### Placement view

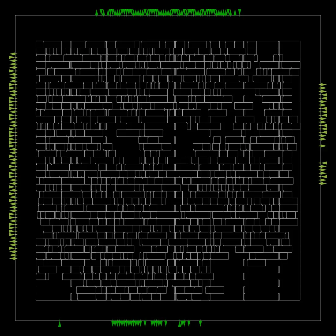
### Ports around the boundary

Scale: 4 px per um. Pins as bars across the die edge, other pins in grey.
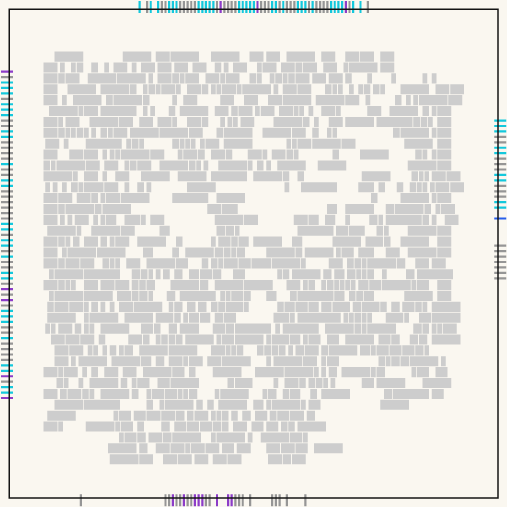
### I/O nets highlighted

Scale: 2 px per um.
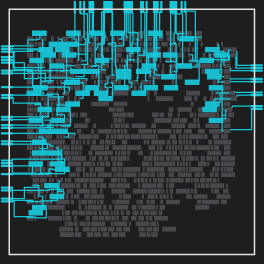
### Drive-strength map

Scale: 4 px per um.
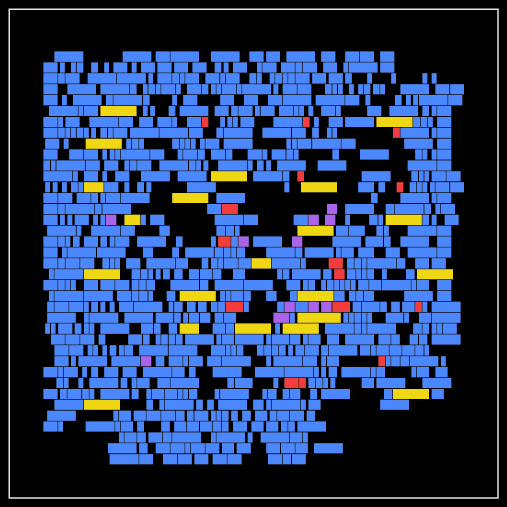
## src/rtl/pkt_rx_pkg.sv

```systemverilog
// Shared constants, state encoding and sizing helper for the packet receive controller.
package pkt_rx_pkg;

  localparam int unsigned FRAME_W          = 64;
  localparam int unsigned DEF_SAMPLE_DIV   = 4;
  localparam int unsigned DEF_HUNT_TIMEOUT = 1024;
  localparam int unsigned DEF_HOLD_TIMEOUT = 64;

  localparam logic [2:0] ST_IDLE   = 3'd0;
  localparam logic [2:0] ST_HUNT   = 3'd1;
  localparam logic [2:0] ST_HOLD   = 3'd2;
  localparam logic [2:0] ST_FLUSH  = 3'd3;
  localparam logic [2:0] ST_SETTLE = 3'd4;

  typedef enum logic [2:0] {
    S_IDLE   = ST_IDLE,
    S_HUNT   = ST_HUNT,
    S_HOLD   = ST_HOLD,
    S_FLUSH  = ST_FLUSH,
    S_SETTLE = ST_SETTLE
  } state_e;

  typedef logic [FRAME_W-1:0] frame_t;

  // Bits needed to hold values 0..max_val (never less than one).
  function automatic int unsigned timer_w(input int unsigned max_val);
    return (max_val == 0) ? 1 : $clog2(max_val + 1);
  endfunction

endpackage

```

## src/rtl/sat_counter.sv

```systemverilog
// Event counter that sticks at all-ones instead of wrapping.
module sat_counter #(
  parameter int unsigned CNT_W = 16
) (
  input  logic             clk,
  input  logic             rst,
  input  logic             inc,
  output logic [CNT_W-1:0] count
);

  always_ff @(posedge clk) begin
    if (rst) begin
      count <= '0;
    end else if (inc && (count != {CNT_W{1'b1}})) begin
      count <= count + CNT_W'(1);
    end
  end

endmodule

```

## src/rtl/pkt_rx_ctrl.sv

```systemverilog
// Sequencer for the 64-bit serial shift buffer: sample strobe, frame capture,
// valid/ready hand-off, buffer clears and delivered/dropped frame counters.
module pkt_rx_ctrl
  import pkt_rx_pkg::*;
#(
  parameter int unsigned SAMPLE_DIV   = DEF_SAMPLE_DIV,
  parameter int unsigned HUNT_TIMEOUT = DEF_HUNT_TIMEOUT,
  parameter int unsigned HOLD_TIMEOUT = DEF_HOLD_TIMEOUT,
  parameter int unsigned CNT_W        = 16
) (
  input  logic               clk,
  input  logic               rst,
  input  logic               rx_en,
  output logic               sb_rst_n,
  output logic               sb_en,
  output logic               sb_pkt_rst,
  input  logic [FRAME_W-1:0] sb_dout,
  input  logic               sb_pkt_rec,
  output logic [FRAME_W-1:0] out_data,
  output logic               out_valid,
  input  logic               out_ready,
  output logic [CNT_W-1:0]   pkt_cnt,
  output logic [CNT_W-1:0]   drop_cnt,
  output logic               hunt_to,
  output logic               busy
);

  localparam int unsigned DIV_W  = timer_w(SAMPLE_DIV);
  localparam int unsigned BIT_W  = timer_w(HUNT_TIMEOUT);
  localparam int unsigned HOLD_W = timer_w(HOLD_TIMEOUT);

  state_e            state, state_d;
  logic [DIV_W-1:0]  div_q, div_d;
  logic [BIT_W-1:0]  bit_q, bit_d;
  logic [HOLD_W-1:0] hold_q, hold_d;
  logic              sb_en_q;
  logic              valid_d;
  logic              capture;
  logic              hunt_to_d;
  logic              pkt_inc;
  logic              drop_inc;
  logic              div_last;
  logic              bit_expired;
  logic              hold_expired;

  assign sb_rst_n = ~rst;

  // The strobe is scheduled one clock ahead; a capture cycle suppresses it so
  // the buffer is never shifted on the edge that latches the frame.
  assign sb_en = sb_en_q & ~sb_pkt_rec;

  assign div_last     = (32'(div_q) == SAMPLE_DIV - 32'd1);
  assign bit_expired  = (HUNT_TIMEOUT != 0) && (32'(bit_q) == HUNT_TIMEOUT);
  assign hold_expired = (HOLD_TIMEOUT != 0) && (32'(hold_q) + 32'd1 == HOLD_TIMEOUT);

  // Next-state, timers and handshake decisions.
  always_comb begin
    state_d   = state;
    div_d     = div_q;
    bit_d     = bit_q;
    hold_d    = hold_q;
    valid_d   = out_valid;
    capture   = 1'b0;
    hunt_to_d = 1'b0;
    pkt_inc   = 1'b0;
    drop_inc  = 1'b0;

    case (state)
      S_IDLE: begin
        if (rx_en) begin
          state_d = S_HUNT;
          div_d   = '0;
          bit_d   = '0;
        end
      end

      S_HUNT: begin
        div_d = div_last ? '0 : div_q + DIV_W'(1);
        if (sb_en && (HUNT_TIMEOUT != 0)) begin
          bit_d = bit_q + BIT_W'(1);
        end
        if (sb_pkt_rec) begin
          capture = 1'b1;
          valid_d = 1'b1;
          hold_d  = '0;
          state_d = S_HOLD;
        end else if (bit_expired) begin
          hunt_to_d = 1'b1;
          state_d   = S_FLUSH;
        end else if (!rx_en) begin
          state_d = S_IDLE;
        end
      end

      S_HOLD: begin
        if (HOLD_TIMEOUT != 0) begin
          hold_d = hold_q + HOLD_W'(1);
        end
        if (out_ready) begin
          valid_d = 1'b0;
          pkt_inc = 1'b1;
          state_d = S_FLUSH;
        end else if (hold_expired) begin
          valid_d  = 1'b0;
          drop_inc = 1'b1;
          state_d  = S_FLUSH;
        end
      end

      S_FLUSH: begin
        state_d = S_SETTLE;
      end

      // The buffer flag is stale right after a clear, so it is not looked at here.
      S_SETTLE: begin
        if (rx_en) begin
          state_d = S_HUNT;
          div_d   = '0;
          bit_d   = '0;
        end else begin
          state_d = S_IDLE;
        end
      end

      default: begin
        state_d = S_IDLE;
      end
    endcase
  end

  // State, timers and registered outputs.
  always_ff @(posedge clk) begin
    if (rst) begin
      state      <= S_IDLE;
      div_q      <= '0;
      bit_q      <= '0;
      hold_q     <= '0;
      sb_en_q    <= 1'b0;
      sb_pkt_rst <= 1'b0;
      out_valid  <= 1'b0;
      out_data   <= '0;
      hunt_to    <= 1'b0;
      busy       <= 1'b0;
    end else begin
      state      <= state_d;
      div_q      <= div_d;
      bit_q      <= bit_d;
      hold_q     <= hold_d;
      sb_en_q    <= (state_d == S_HUNT) && (32'(div_d) == SAMPLE_DIV - 32'd1);
      sb_pkt_rst <= (state_d == S_FLUSH);
      out_valid  <= valid_d;
      hunt_to    <= hunt_to_d;
      busy       <= (state_d != S_IDLE);
      if (capture) begin
        out_data <= sb_dout;
      end
    end
  end

  sat_counter #(.CNT_W(CNT_W)) u_pkt_cnt (
    .clk   (clk),
    .rst   (rst),
    .inc   (pkt_inc),
    .count (pkt_cnt)
  );

  sat_counter #(.CNT_W(CNT_W)) u_drop_cnt (
    .clk   (clk),
    .rst   (rst),
    .inc   (drop_inc),
    .count (drop_cnt)
  );

endmodule

```

## config.mk

```make
export PLATFORM = sky130hd
export DESIGN_NAME = pkt_rx_ctrl
export DESIGN_NICKNAME = d
export VERILOG_FILES = /design/src/rtl/pkt_rx_pkg.sv /design/src/rtl/sat_counter.sv /design/src/rtl/pkt_rx_ctrl.sv
export SDC_FILE = /design/constraint.sdc
export NUM_CORES = 1
export LEC_CHECK = 0
export CAP_MARGIN = 25
export CORE_MARGIN = 8
export CORE_UTILIZATION = 46
export CTS_CLUSTER_DIAMETER = 60
export DETAILED_ROUTE_END_ITERATION = 7
export HOLD_SLACK_MARGIN = 0.06
export PLACE_DENSITY = 0.88
export SETUP_SLACK_MARGIN = 0.02
export SLEW_MARGIN = 20
export SYNTH_ARGS = -nofsm -noshare
export SYNTH_HDL_FRONTEND = slang
export SYNTH_SLANG_ARGS = --single-unit
```

## constraint.sdc

```tcl
create_clock -name clk -period 2.9 [get_ports clk]
set_input_delay 0.435 -clock clk [delete_from_list [all_inputs] [get_ports clk]]
set_output_delay 0.435 -clock clk [all_outputs]
set_load 0.02 [all_outputs]
```

==> out/qor_table.md <==
| Group | Result | Reported |
|:---|:---|:---|
| synth | Yosys stat area | 0.005151 sq mm |
| setup path | Chain of cells forming the critical path | or3b_1 > or3_4 > or3_1 > or4_1 > a21oi_1 |
| setup path | Start of the worst register-to-register path | state[1] |
| setup path | Start point of the critical path | state[1] |
| setup path | Sum of buffers and inverters on the critical path | 0 |
| setup path | CP max stage delay | 0.58 ns |
| synth | Count of cell types in the netlist | 52 |
| clock network | Insertion delay to the later sink of the worst-skew pair | 0.52 ns |
| synth | Main synth FF type | dfxtp_1 |
| synth | YS warnings | 0 |
| setup path | Kind of end point of the critical path | register |
| synth | Number of register bits inferred by synthesis | 125 |
| drt | Wire length on met1 | 5853 um |
| clock network | Clock tree from TritonCTS | done |
| outcome | Status | finished clean |
| power | Power per cell area | 541.4 mW/mm^2 |
| drt | Met2 wire length | 7847 um |
| power | Fraction of power spent switching nets | 23.26% |
| synth | Post-synthesis average cell area | 8.151 sq um |
| setup path | Largest fanout on the critical path | 18 |
| power | Fraction of power consumed by combinational cells | 9.2% |
| drt | Remaining number of nets flagged by the antenna check after routing | 0 |
| flow run | Max-cap check violation count | 0 |
| power | Share of total power in sequential cells | 44.1% |
| final timing | Min cycle time layout | 2.590 ns |
| drt | Total DRC errors in the routed layout | 0 |
Notes on 'Placement view' above:
core utilization of the finished layout: 68.58%
Tap Count: 140
number of flip-flops and latches: 125
core region area: 0.01089 sq mm

Notes on 'Ports around the boundary' above:
drop_cnt: marked purple, pins 16, direction output, edge 8 bottom, 5 left, 3 top. busy: marked blue, pins 1, direction output, edge right. out_data: marked cyan, pins 64, direction output, edge 29 top, 26 left, 9 right.
All pins by edge: 61 left, 59 top, 26 bottom, 25 right.
height of the die: 121.8 um
Port Buf Inserts: 170
die boundary width: 121.8 um

Notes on 'I/O nets highlighted' above:
out_data: marked cyan, bits 64, direction output, end cells 64, buffers 64, wire 2300 um.
number of primary I/O pins: 171

Notes on 'Drive-strength map' above:
_3 and _4 cells: marked purple, cells 11, share 1.4%. _2 cells: marked red, cells 15, share 1.9%. _0 and _1 cells: marked blue, cells 758, share 94%. _6 and larger: marked yellow, cells 21, share 2.6%.
layout-stage area growth over the synthesis result: 44.96%
min setup slack post-route: 0.3096 ns

[through the flow]
| step | hold WS (ns) | instance area, sq um |
|---|---|---|
| after floorplan | 0.4315 | 5151 |
| after global placement | 0.4405 | 6940 |
| after detailed placement | 0.4467 | 6940 |
| after CTS | 0.3323 | 7463 |
| after global routing | 0.3654 | 7467 |
| final | 0.3583 | 7467 |
[worst min-delay path, stage by stage]
cell and delay [ns]:
buf_4 0.12, clkinv_1 0.15, o21a_1 0.15
[cell families after synthesis]
logic type | share of synthesized area [%]
xor gates and xnor gates | 4.081
and+or+nand+nor | 27.74
adders and majority gates | 1.457
AOI/OAI and AO/OA | 13.72
buffers and inverters | 3.813
muxes | 0.6072
DFF | 48.58
[final cells by class]
type                       instances  share of cell area (%)
clock buffer                      22                   6.066
clock inverter                     9                  0.9383
inverter                           8                  0.4021
multi-input combinational        461                   32.93
sequential                       125                   33.51
tap                              140                   2.346
timing repair buffer             180                   23.81
[how the worst min path moves through the flow]
stage | from | to | slack (ns)
after floorplan | hold_q[6] | hold_q[6] | 0.43
after global placement | out_data[63] | out_data[63] | 0.44
after detailed placement | out_data[18] | out_data[18] | 0.45
after CTS | rst | u_drop_cnt.count[14] | 0.33
after global routing | rst | u_drop_cnt.count[14] | 0.37
final | rst | u_drop_cnt.count[14] | 0.36
[power by group through the flow]
stage                     Sequential (mW)  Combinational, mW  Clock, mW
final                                1.78              0.372       1.89
after global routing                 1.79              0.402       2.00
after CTS                            1.78              0.374       1.93
after detailed placement             1.82              0.371          0
after global placement               1.81              0.360          0
after floorplan                      1.86              0.129          0
[registers in the layout, summed over array words and instances, names as in the netlist, 3 cells and up]
| signal | count |
|---|---|
| div_q | 3 |
| u_pkt_cnt.count | 16 |
| hold_q | 7 |
| out_data | 64 |
| u_drop_cnt.count | 16 |
| bit_q | 11 |
| state | 3 |
Power figures rest on the tool's default switching activity, not on a simulated workload.
